--- src/rtl/mac_pe_dbuf_if.sv ---
// mac_pe_dbuf_if: data, weight-load and result signals of one systolic PE
interface mac_pe_dbuf_if #(
  parameter int IFMAP_WIDTH  = 16,
  parameter int WEIGHT_WIDTH = 16,
  parameter int OFMAP_WIDTH  = 32
);
  logic                    i_enable;
  logic                    i_signed_mode;
  logic                    i_in_valid;
  logic [IFMAP_WIDTH-1:0]  i_ifmap_in;
  logic [OFMAP_WIDTH-1:0]  i_ofmap_in;
  logic                    i_weight_write_enable;
  logic [WEIGHT_WIDTH-1:0] i_weight_in;
  logic                    i_weight_swap;
  logic [IFMAP_WIDTH-1:0]  o_ifmap_out;
  logic                    o_ifmap_valid_out;
  logic [WEIGHT_WIDTH-1:0] o_weight_out;
  logic [OFMAP_WIDTH-1:0]  o_ofmap_out;
  logic                    o_out_valid;
  logic                    o_ovf_out;
  modport master (
    output i_enable, i_signed_mode, i_in_valid, i_ifmap_in, i_ofmap_in,
           i_weight_write_enable, i_weight_in, i_weight_swap,
    input  o_ifmap_out, o_ifmap_valid_out, o_weight_out, o_ofmap_out, o_out_valid, o_ovf_out
  );
  modport slave (
    input  i_enable, i_signed_mode, i_in_valid, i_ifmap_in, i_ofmap_in,
           i_weight_write_enable, i_weight_in, i_weight_swap,
    output o_ifmap_out, o_ifmap_valid_out, o_weight_out, o_ofmap_out, o_out_valid, o_ovf_out
  );
endinterface

--- src/rtl/mac_pe_dbuf.sv ---
// mac_pe_dbuf: weight-stationary PE, 2-stage MAC pipeline with shadow/active weights
module mac_pe_dbuf #(
  parameter int IFMAP_WIDTH  = 16,
  parameter int WEIGHT_WIDTH = 16,
  parameter int OFMAP_WIDTH  = 32,
  parameter bit SATURATE     = 1'b1
) (
  input logic          clk,
  input logic          rst_n,
  mac_pe_dbuf_if.slave bus
);
  localparam int PW = IFMAP_WIDTH + WEIGHT_WIDTH;
  localparam int XW = OFMAP_WIDTH + 1;
  logic [WEIGHT_WIDTH-1:0] r_w_shadow, r_w_active;
  logic [IFMAP_WIDTH-1:0]  r_ifmap;
  logic                    r_ifmap_v, r_v1, r_out_v, r_ovf;
  logic [PW-1:0]           r_prod;
  logic [OFMAP_WIDTH-1:0]  r_psum, r_ofmap;
  logic                    w_sm;
  logic [PW-1:0]           w_a, w_b, w_prod;
  logic [XW-1:0]           w_sum;
  logic                    w_ovf;
  logic [OFMAP_WIDTH-1:0]  w_sat, w_result;
  // operands extended to full product width so one multiplier serves both modes
  always_comb begin
    w_sm     = bus.i_signed_mode;
    w_a      = {{WEIGHT_WIDTH{w_sm & bus.i_ifmap_in[IFMAP_WIDTH-1]}}, bus.i_ifmap_in};
    w_b      = {{IFMAP_WIDTH{w_sm & r_w_active[WEIGHT_WIDTH-1]}}, r_w_active};
    w_prod   = w_a * w_b;
    w_sum    = {{(XW-PW){w_sm & r_prod[PW-1]}}, r_prod} + {w_sm & r_psum[OFMAP_WIDTH-1], r_psum};
    w_ovf    = w_sm ? w_sum[XW-1] ^ w_sum[XW-2] : w_sum[XW-1];
    w_sat    = w_sm ? {w_sum[XW-1], {(OFMAP_WIDTH-1){~w_sum[XW-1]}}} : '1;
    w_result = (SATURATE && w_ovf) ? w_sat : w_sum[OFMAP_WIDTH-1:0];
  end
  always_ff @(posedge clk or negedge rst_n) begin
    if (!rst_n) begin
      r_w_shadow <= '0;
      r_w_active <= '0;
    end else begin
      if (bus.i_weight_write_enable) r_w_shadow <= bus.i_weight_in;
      if (bus.i_weight_swap) r_w_active <= r_w_shadow;
    end
  end
  always_ff @(posedge clk or negedge rst_n) begin
    if (!rst_n) begin
      r_ifmap   <= '0;
      r_ifmap_v <= 1'b0;
      r_v1      <= 1'b0;
      r_prod    <= '0;
      r_psum    <= '0;
      r_out_v   <= 1'b0;
      r_ofmap   <= '0;
      r_ovf     <= 1'b0;
    end else if (bus.i_enable) begin
      r_ifmap   <= bus.i_ifmap_in;
      r_ifmap_v <= bus.i_in_valid;
      r_v1      <= bus.i_in_valid;
      if (bus.i_in_valid) begin
        r_prod <= w_prod;
        r_psum <= bus.i_ofmap_in;
      end
      r_out_v <= r_v1;
      r_ovf   <= r_v1 & w_ovf;
      if (r_v1) r_ofmap <= w_result;
    end
  end
  assign bus.o_ifmap_out       = r_ifmap;
  assign bus.o_ifmap_valid_out = r_ifmap_v;
  assign bus.o_weight_out      = r_w_shadow;
  assign bus.o_ofmap_out       = r_ofmap;
  assign bus.o_out_valid       = r_out_v;
  assign bus.o_ovf_out         = r_ovf;
endmodule
--- src/flat_wrapper.sv ---
// flat-port wrapper written by rule: the top's interface ports become plain ports
module mac_pe_dbuf_flat 
#(
  parameter int IFMAP_WIDTH  = 16,
  parameter int WEIGHT_WIDTH = 16,
  parameter int OFMAP_WIDTH  = 32,
  parameter bit SATURATE     = 1'b1
)
  (clk, rst_n, bus_i_enable, bus_i_signed_mode, bus_i_in_valid, bus_i_ifmap_in, bus_i_ofmap_in, bus_i_weight_write_enable, bus_i_weight_in, bus_i_weight_swap, bus_o_ifmap_out, bus_o_ifmap_valid_out, bus_o_weight_out, bus_o_ofmap_out, bus_o_out_valid, bus_o_ovf_out);
  mac_pe_dbuf_if #(.IFMAP_WIDTH(IFMAP_WIDTH), .WEIGHT_WIDTH(WEIGHT_WIDTH), .OFMAP_WIDTH(OFMAP_WIDTH)) bus_i ();
  input logic clk;
  input logic rst_n;
  input wire logic [$bits(bus_i.i_enable)-1:0] bus_i_enable;
  input wire logic [$bits(bus_i.i_signed_mode)-1:0] bus_i_signed_mode;
  input wire logic [$bits(bus_i.i_in_valid)-1:0] bus_i_in_valid;
  input wire logic [$bits(bus_i.i_ifmap_in)-1:0] bus_i_ifmap_in;
  input wire logic [$bits(bus_i.i_ofmap_in)-1:0] bus_i_ofmap_in;
  input wire logic [$bits(bus_i.i_weight_write_enable)-1:0] bus_i_weight_write_enable;
  input wire logic [$bits(bus_i.i_weight_in)-1:0] bus_i_weight_in;
  input wire logic [$bits(bus_i.i_weight_swap)-1:0] bus_i_weight_swap;
  output wire logic [$bits(bus_i.o_ifmap_out)-1:0] bus_o_ifmap_out;
  output wire logic [$bits(bus_i.o_ifmap_valid_out)-1:0] bus_o_ifmap_valid_out;
  output wire logic [$bits(bus_i.o_weight_out)-1:0] bus_o_weight_out;
  output wire logic [$bits(bus_i.o_ofmap_out)-1:0] bus_o_ofmap_out;
  output wire logic [$bits(bus_i.o_out_valid)-1:0] bus_o_out_valid;
  output wire logic [$bits(bus_i.o_ovf_out)-1:0] bus_o_ovf_out;
  assign bus_i.i_enable = bus_i_enable;
  assign bus_i.i_signed_mode = bus_i_signed_mode;
  assign bus_i.i_in_valid = bus_i_in_valid;
  assign bus_i.i_ifmap_in = bus_i_ifmap_in;
  assign bus_i.i_ofmap_in = bus_i_ofmap_in;
  assign bus_i.i_weight_write_enable = bus_i_weight_write_enable;
  assign bus_i.i_weight_in = bus_i_weight_in;
  assign bus_i.i_weight_swap = bus_i_weight_swap;
  assign bus_o_ifmap_out = bus_i.o_ifmap_out;
  assign bus_o_ifmap_valid_out = bus_i.o_ifmap_valid_out;
  assign bus_o_weight_out = bus_i.o_weight_out;
  assign bus_o_ofmap_out = bus_i.o_ofmap_out;
  assign bus_o_out_valid = bus_i.o_out_valid;
  assign bus_o_ovf_out = bus_i.o_ovf_out;
  mac_pe_dbuf #(.IFMAP_WIDTH(IFMAP_WIDTH), .WEIGHT_WIDTH(WEIGHT_WIDTH), .OFMAP_WIDTH(OFMAP_WIDTH), .SATURATE(SATURATE)) u_core (.clk(clk), .rst_n(rst_n), .bus(bus_i));
endmodule
--- config.mk ---
export PLATFORM = sky130hd
export DESIGN_NAME = mac_pe_dbuf_flat
export DESIGN_NICKNAME = d
export VERILOG_FILES = /design/src/rtl/mac_pe_dbuf_if.sv /design/src/rtl/mac_pe_dbuf.sv /design/src/flat_wrapper.sv
export SDC_FILE = /design/constraint.sdc
export NUM_CORES = 1
export LEC_CHECK = 0
export ABC_CLOCK_PERIOD_IN_PS = 6400
export CAP_MARGIN = 10
export CORE_ASPECT_RATIO = 0.5
export CORE_MARGIN = 3
export CORE_UTILIZATION = 34
export DETAILED_ROUTE_END_ITERATION = 16
export PLACE_DENSITY = 0.62
export SETUP_SLACK_MARGIN = 0.4
export SYNTH_ARGS = -nofsm -noshare
export SYNTH_HDL_FRONTEND = slang
export SYNTH_SLANG_ARGS = --single-unit
--- constraint.sdc ---
create_clock -name clk -period 6.4 [get_ports clk]
set_input_delay 0.96 -clock clk [delete_from_list [all_inputs] [get_ports clk]]
set_output_delay 0.96 -clock clk [all_outputs]
set_load 0.01 [all_outputs]
Fig. 1: routing congestion
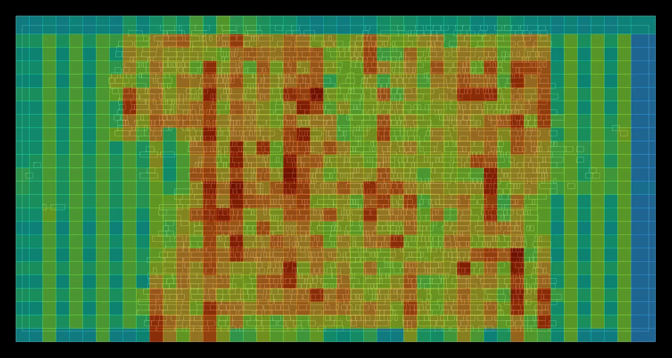
GR peak layer: met2
drt wl/cell: 16.8 µm

Fig. 2: clock distribution
The bar under the picture is 100 µm long.
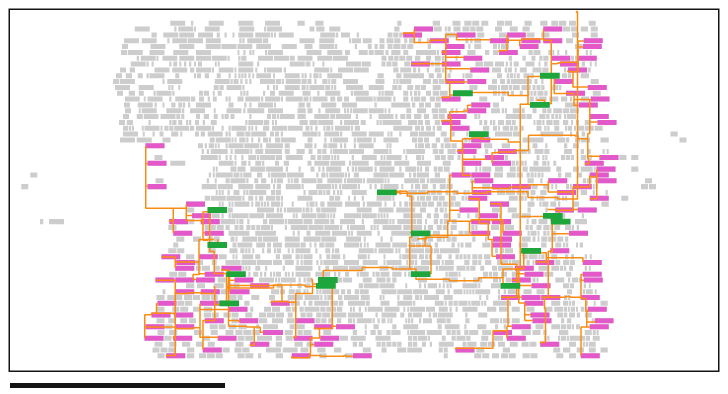
Orange shows clock wires, length 2,430 µm. Green shows clock drivers, count 17. Magenta shows flip-flops, count 147.
There are 18 routed clock nets.
Fin Clk Skew: 0.0120 ns
clk latency late pin: 0.44 ns

Fig. 3: sequential cells colored by netlist name
Other sequential cells in the stronger gray, the rest of the logic in the fainter gray.
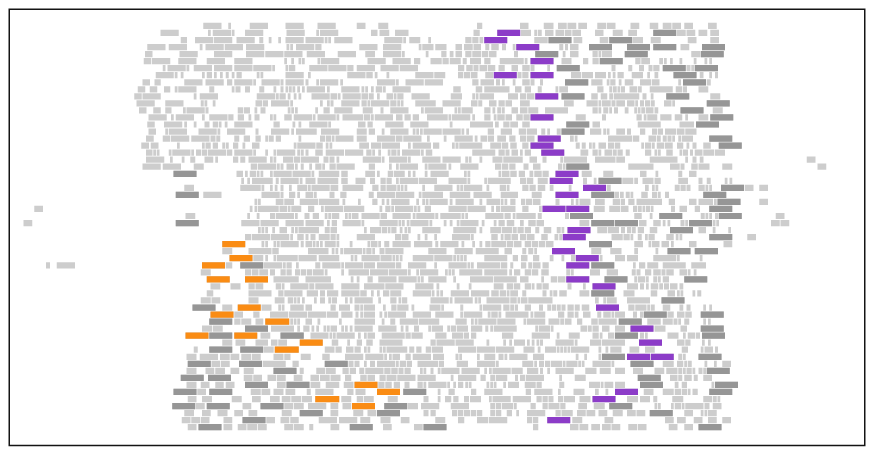
Orange shows u_core.r_w_active, placed flops 16. Purple shows u_core.r_prod, placed flops 32.
Another 99 sequential cells are not colored.

==> flow_summary.ini <==
; yosys + openroad results
[clock_tree]
cts-hold-fix-buffers = 0

[floorplanning]
num_rows = 58
core_area_um2 = 51000
n_tap_cell = 690

[grt]
first_global_vias = 14400

[routing]
dr_total_vias = 13400
highest-signal-layer = met4
route.met2.wl_um = 22900

[layout]
post_layout_nonfiller_instances = 2826
n_all_inverters = 339
diodes = 0
clkCellAreaFrac_pct = 2.49
buffers = 347

[worst_setup_path]
path_buffers = 9
timing.critical_path.slowest_cell_delay_ns = 0.52
timing.setup.critical_path_class = primary input to register

[run_status]
outcome = complete, no violations

[worst_hold_path]
worst_hold_path.endpoint = u_core.r_prod[5]

[yosys]
top_logic_kind = adder cells
number_of_unique_standard_cell_types_used_by_synthesis = 71
synth.yosys.chip_area_um2 = 17800
postSynth.topFlopCell = dfrtp_1

[timing]
finalSetupTns_ns = 0
post-route-worst-setup-slack_ns = 0.131

[run]
cap_viol_max_count = 0

[place]
hpwlAfterDp_um = 37400
